===== src/rtl/tone_osc_if.sv =====
// rtl/tone_osc_if.sv - valid/ready sample stream from the oscillator to the audio transmitter
interface tone_osc_if #(parameter int SAMPLE_W = 24);
    logic                sample_valid;
    logic                sample_ready;
    logic [SAMPLE_W-1:0] sample_data;

    modport master (output sample_valid, output sample_data, input sample_ready);
    modport slave  (input sample_valid, input sample_data, output sample_ready);
endinterface


===== src/rtl/tone_osc.sv =====
// rtl/tone_osc.sv - phase-accumulator square/saw/triangle oscillator with amplitude scaling
module tone_osc #(
    parameter int SAMPLE_W = 24,
    parameter int PHASE_W  = 24,
    parameter int AMP_W    = 8
) (
    input  logic               clk,
    input  logic               rst,
    input  logic               enable,
    input  logic [PHASE_W-1:0] freq_word,
    input  logic               freq_load,
    input  logic [1:0]         wave_sel,
    input  logic [AMP_W-1:0]   amp,
    tone_osc_if.master         smp
);

    localparam int PROD_W = SAMPLE_W + AMP_W + 1;
    localparam logic [SAMPLE_W-1:0] MSB_ONLY = {1'b1, {(SAMPLE_W-1){1'b0}}};
    localparam logic [SAMPLE_W-1:0] SQ_POS   = {1'b0, {(SAMPLE_W-1){1'b1}}};

    typedef enum logic [1:0] {IDLE, CALC, SCALE, HOLD} state_t;

    state_t              state;
    logic [PHASE_W-1:0]  phase;
    logic [PHASE_W-1:0]  freq_pend;
    logic [PHASE_W-1:0]  freq_act;
    logic [SAMPLE_W-1:0] raw;

    logic [SAMPLE_W-1:0] p;
    logic [SAMPLE_W-1:0] tri_t;
    logic [SAMPLE_W-1:0] raw_next;
    logic signed [PROD_W-1:0] raw_ext;
    logic signed [PROD_W-1:0] amp_ext;
    logic signed [PROD_W-1:0] prod;

    always_comb begin
        p     = phase[PHASE_W-1 -: SAMPLE_W];
        tri_t = {p[SAMPLE_W-2:0], 1'b0};
        if (p[SAMPLE_W-1]) begin
            tri_t = ~tri_t;
        end
        case (wave_sel)
            2'd0:    raw_next = p[SAMPLE_W-1] ? MSB_ONLY : SQ_POS;
            2'd1:    raw_next = p ^ MSB_ONLY;
            2'd2:    raw_next = tri_t ^ MSB_ONLY;
            default: raw_next = '0;
        endcase
    end

    // Full-width product of a signed sample and a zero-extended gain cannot overflow PROD_W.
    always_comb begin
        raw_ext = {{(AMP_W+1){raw[SAMPLE_W-1]}}, raw};
        amp_ext = {{(SAMPLE_W+1){1'b0}}, amp};
        prod    = raw_ext * amp_ext;
    end

    always_ff @(posedge clk or negedge rst) begin
        if (!rst) begin
            state            <= IDLE;
            phase            <= '0;
            freq_pend        <= '0;
            freq_act         <= '0;
            raw              <= '0;
            smp.sample_valid <= 1'b0;
            smp.sample_data  <= '0;
        end else begin
            if (freq_load) begin
                freq_pend <= freq_word;
            end
            case (state)
                IDLE: begin
                    if (enable) begin
                        state <= CALC;
                    end
                end
                CALC: begin
                    raw      <= raw_next;
                    freq_act <= freq_pend;
                    state    <= SCALE;
                end
                SCALE: begin
                    // Advance one cycle after CALC with the increment latched there; only
                    // CALC reads the phase, so this matches advancing inside CALC itself.
                    phase            <= phase + freq_act;
                    smp.sample_data  <= SAMPLE_W'(prod >>> AMP_W);
                    smp.sample_valid <= 1'b1;
                    state            <= HOLD;
                end
                HOLD: begin
                    if (smp.sample_ready) begin
                        smp.sample_valid <= 1'b0;
                        state            <= enable ? CALC : IDLE;
                    end
                end
                default: state <= IDLE;
            endcase
        end
    end

endmodule


===== src/flat_wrapper.sv =====
// flat-port wrapper written by rule: the top's interface ports become plain ports
module tone_osc_flat 
#(
    parameter int SAMPLE_W = 24,
    parameter int PHASE_W  = 24,
    parameter int AMP_W    = 8
)
  (clk, rst, enable, freq_word, freq_load, wave_sel, amp, smp_sample_valid, smp_sample_data, smp_sample_ready);
  tone_osc_if #(.SAMPLE_W(SAMPLE_W)) smp_i ();
  input  logic clk;
  input  logic rst;
  input  logic enable;
  input  logic [PHASE_W-1:0] freq_word;
  input  logic freq_load;
  input  logic [1:0] wave_sel;
  input  logic [AMP_W-1:0] amp;
  output wire logic [$bits(smp_i.sample_valid)-1:0] smp_sample_valid;
  output wire logic [$bits(smp_i.sample_data)-1:0] smp_sample_data;
  input wire logic [$bits(smp_i.sample_ready)-1:0] smp_sample_ready;
  assign smp_sample_valid = smp_i.sample_valid;
  assign smp_sample_data = smp_i.sample_data;
  assign smp_i.sample_ready = smp_sample_ready;
  tone_osc #(.SAMPLE_W(SAMPLE_W), .PHASE_W(PHASE_W), .AMP_W(AMP_W)) u_core (.clk(clk), .rst(rst), .enable(enable), .freq_word(freq_word), .freq_load(freq_load), .wave_sel(wave_sel), .amp(amp), .smp(smp_i));
endmodule

===== config.mk =====
export PLATFORM = sky130hd
export DESIGN_NAME = tone_osc_flat
export DESIGN_NICKNAME = d
export VERILOG_FILES = /design/src/rtl/tone_osc_if.sv /design/src/rtl/tone_osc.sv /design/src/flat_wrapper.sv
export SDC_FILE = /design/constraint.sdc
export NUM_CORES = 1
export LEC_CHECK = 0
export CAP_MARGIN = 10
export CORE_MARGIN = 2
export CORE_UTILIZATION = 38
export DETAILED_ROUTE_END_ITERATION = 7
export GPL_TIMING_DRIVEN = 0
export PLACE_DENSITY_LB_ADDON = 0.12
export SYNTH_ARGS = -nofsm -noshare
export SYNTH_HDL_FRONTEND = slang
export SYNTH_SLANG_ARGS = --single-unit

===== constraint.sdc =====
create_clock -name clk -period 5 [get_ports clk]
set_clock_uncertainty 0.2 [all_clocks]
set_input_delay 1 -clock clk [delete_from_list [all_inputs] [get_ports clk]]
set_output_delay 1 -clock clk [all_outputs]
set_load 0.02 [all_outputs]

==> run_results.csv <==
group,metric,value,unit
clock_tree,cts_hold_buf,0,
timing,worst_hold_slack,0.235,ns
timing,setup_ws,-0.409,ns
clock_tree,cts_tree,"done",
worst_setup_path,reg2reg_slack,-0.25,ns
timing,min_period,5.41,ns
status,outcome,"finished, violations left",
synth,syn_area,0.0129,mm^2
detailed_routing,via_count,9534,
run,cap_violations,0,
finish,design_area,0.0161,mm^2
synth,synth_cell_types,61,
timing,rsz0062_at_grt,"true",
timing,finalClockPeriodUsage,108,%
status,violations,"setup timing",
worst_setup_path,path_cells,"buf_12, clkbuf_16, buf_8, and2_4, fa_1, fa_2, fa_1, inv_1, fa_1, inv_2, ha_4, nand4_1, nor2_2, nand3_2, or4_4, and2_4, o211ai_4, and3_1, o31ai_2",
worst_setup_path,crit_path_max_incr_delay,0.52,ns
finish,drive_above_1_share,20.3,%
detailed_routing,drtAntennaViolNets,0,
detailed_routing,drt_iter0_drc,342,
finish,layout_top_cells,"inv_1, fa_1, dfrtp_1",
timing,setup_tns,-4.18,ns
placed_design,dp_hpwl,24.2,mm
worst_setup_path,cp-end-kind,"flop",
timing,finalSetupViolations,16,
worst_setup_path,required,5.09,ns
final cells by class:
type / instances / area [um^2]
flip-flops and latches: 123 / 3080
fillers: 3143 / 17400
inverters: 204 / 766
repair buffers: 124 / 1250
plain buffers: 61 / 544
well taps: 448 / 561
clock inverters: 15 / 200
multi-input cells: 972 / 9260
clock buffers: 17 / 425
cells in the mapped netlist (24+ instances only):
master    instances  area share [%]
a21o_1           24             1.4
a21oi_1          84             3.3
and2_1           95             4.6
clkbuf_1         62             1.8
dfrtp_1         123              24
fa_1            148              23
ha_1             87             8.5
inv_1           204             6.0
mux2_2           82             7.2
nand2_1         132             3.9
nand2b_1         27             1.3
nor2_1           80             2.3
o21ai_0          26             1.0
xnor2_1          50             3.4
timing repair:
action                                  CTS  global route
gates cloned                              1             0
buffers inserted                         49            13
endpoints found under the setup margin   24            20
pin swaps                                70            59
resized                                 150            63
critical path, delay by kind of cell:
family,cells,cell delay (ns)
AND-OR/OR-AND,2,0.31
adder cells (fa/ha/maj),5,2.26
buffers and inverters,5,0.48
AND/OR/NAND/NOR,7,1.42
per-layer routing:
| layer | track usage (%) | vias to the layer above |
|---|---|---|
| met1 | 24.0 | 4688 |
| met5 | 0 | - |
| met2 | 32.7 | 144 |
| met4 | 5.72 | 2 |
| li1 | - | 4672 |
| met3 | 2.94 | 28 |
logic make-up after synthesis:
| family | synth area share, % |
|---|---|
| flip-flops | 23.9 |
| AND-OR/OR-AND | 10.2 |
| adder cells (fa/ha/maj) | 31.5 |
| XOR/XNOR | 4.36 |
| buffers and inverters | 8.01 |
| AND/OR/NAND/NOR | 14.7 |
| multiplexers | 7.18 |
stage by stage:
step | std cells | setup slack (ns)
floorplan | 1368 | -0.342
CTS | 1959 | -0.462
detailed placement | 1878 | -1.82
global route | 1964 | -0.474
global placement | 1877 | -2.57
finish | 1964 | -0.409
registers in the layout, indices dropped and copies added, names as in the netlist:
register / flops
u_core.freq_act: 24
u_core.freq_pend: 24
u_core.p: 24
u_core.raw: 24
u_core.smp.sample_data: 24
u_core.smp.sample_valid: 1
u_core.state: 2
final timing paths:
check / from / end / cells after the start
max: amp[5] / u_core.smp.sample_data[19] / 19
min: rst / u_core.smp.sample_data[1] / 1
max reg2reg: u_core.raw[6] / u_core.smp.sample_data[19] / 18
min reg2reg: u_core.smp.sample_data[21] / u_core.smp.sample_data[21] / 2
max in group asynchronous: rst / u_core.freq_pend[21] / 2
min in group clk: u_core.smp.sample_data[21] / u_core.smp.sample_data[21] / 2
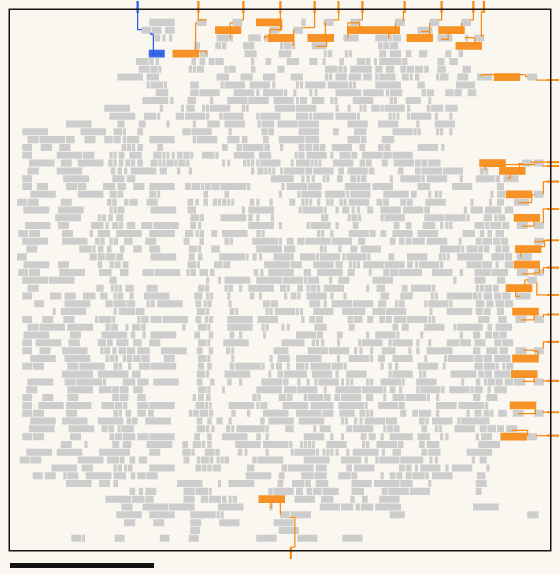
**Above:** port wiring.
The bar under the picture is 50 um long.
[blue] enable | bits: 1 | direction: input | end cells: 2 | buffers: 1 | wire: 20.6 um
[orange] smp_sample_data | bits: 24 | direction: output | end cells: 24 | buffers: 24 | wire: 391 um

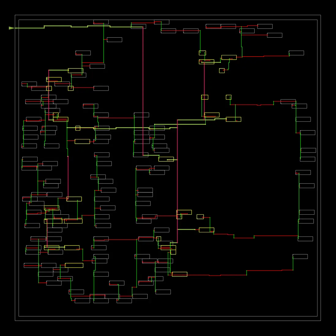
**Above:** clock routing.
Clock Latency Late Sink: 0.44 ns
total CTS buffers: 17
CLK BUF: 17

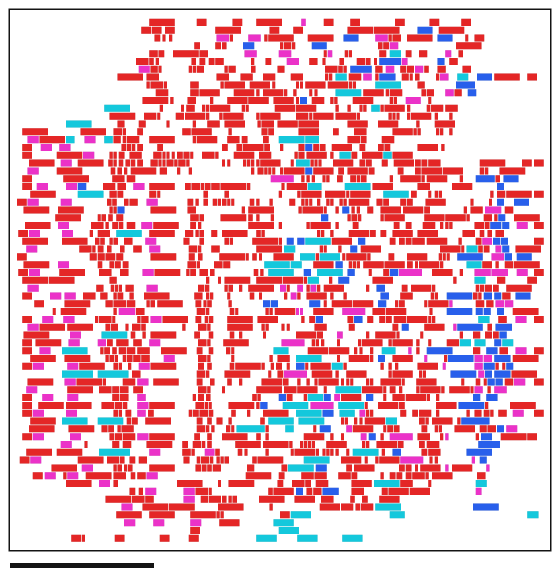
**Above:** cells by drive strength.
The bar under the picture is 50 um long.
[magenta] drive 2 | cells: 138
[red] drive 1 or less | cells: 1209
[cyan] drive 6 and up | cells: 72
[blue] drive 3 to 4 | cells: 97
final worst slack: -0.409 ns
Syn-to-layout area delta: 25.1%

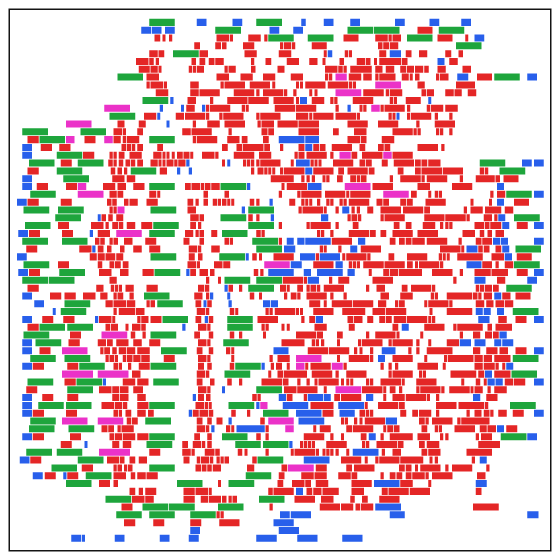
**Above:** placement by cell class.
[blue] other buffers and delay cells | cells: 185 | share of their area: 12%
[magenta] clock drivers and dummy loads | cells: 32 | share of their area: 4.0%
[green] flip-flops | cells: 123 | share of their area: 20%
[red] all other logic | cells: 1176 | share of their area: 65%
Site Rows: 67
CORE AREA: 0.0334 mm^2
Final Core Density: 48.1%
Seq/total area: 19.1%

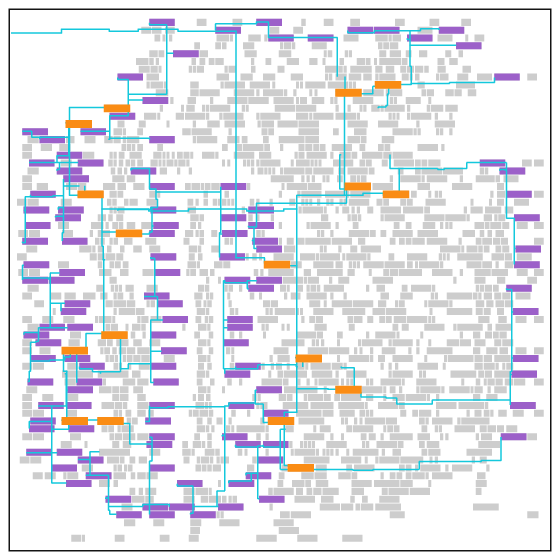
**Above:** clock wires, drivers and flops.
[orange] cells driving clock nets | count: 17
[purple] flip-flops | count: 123
[cyan] clock wires | length: 2240 um
flops lie: all over the die

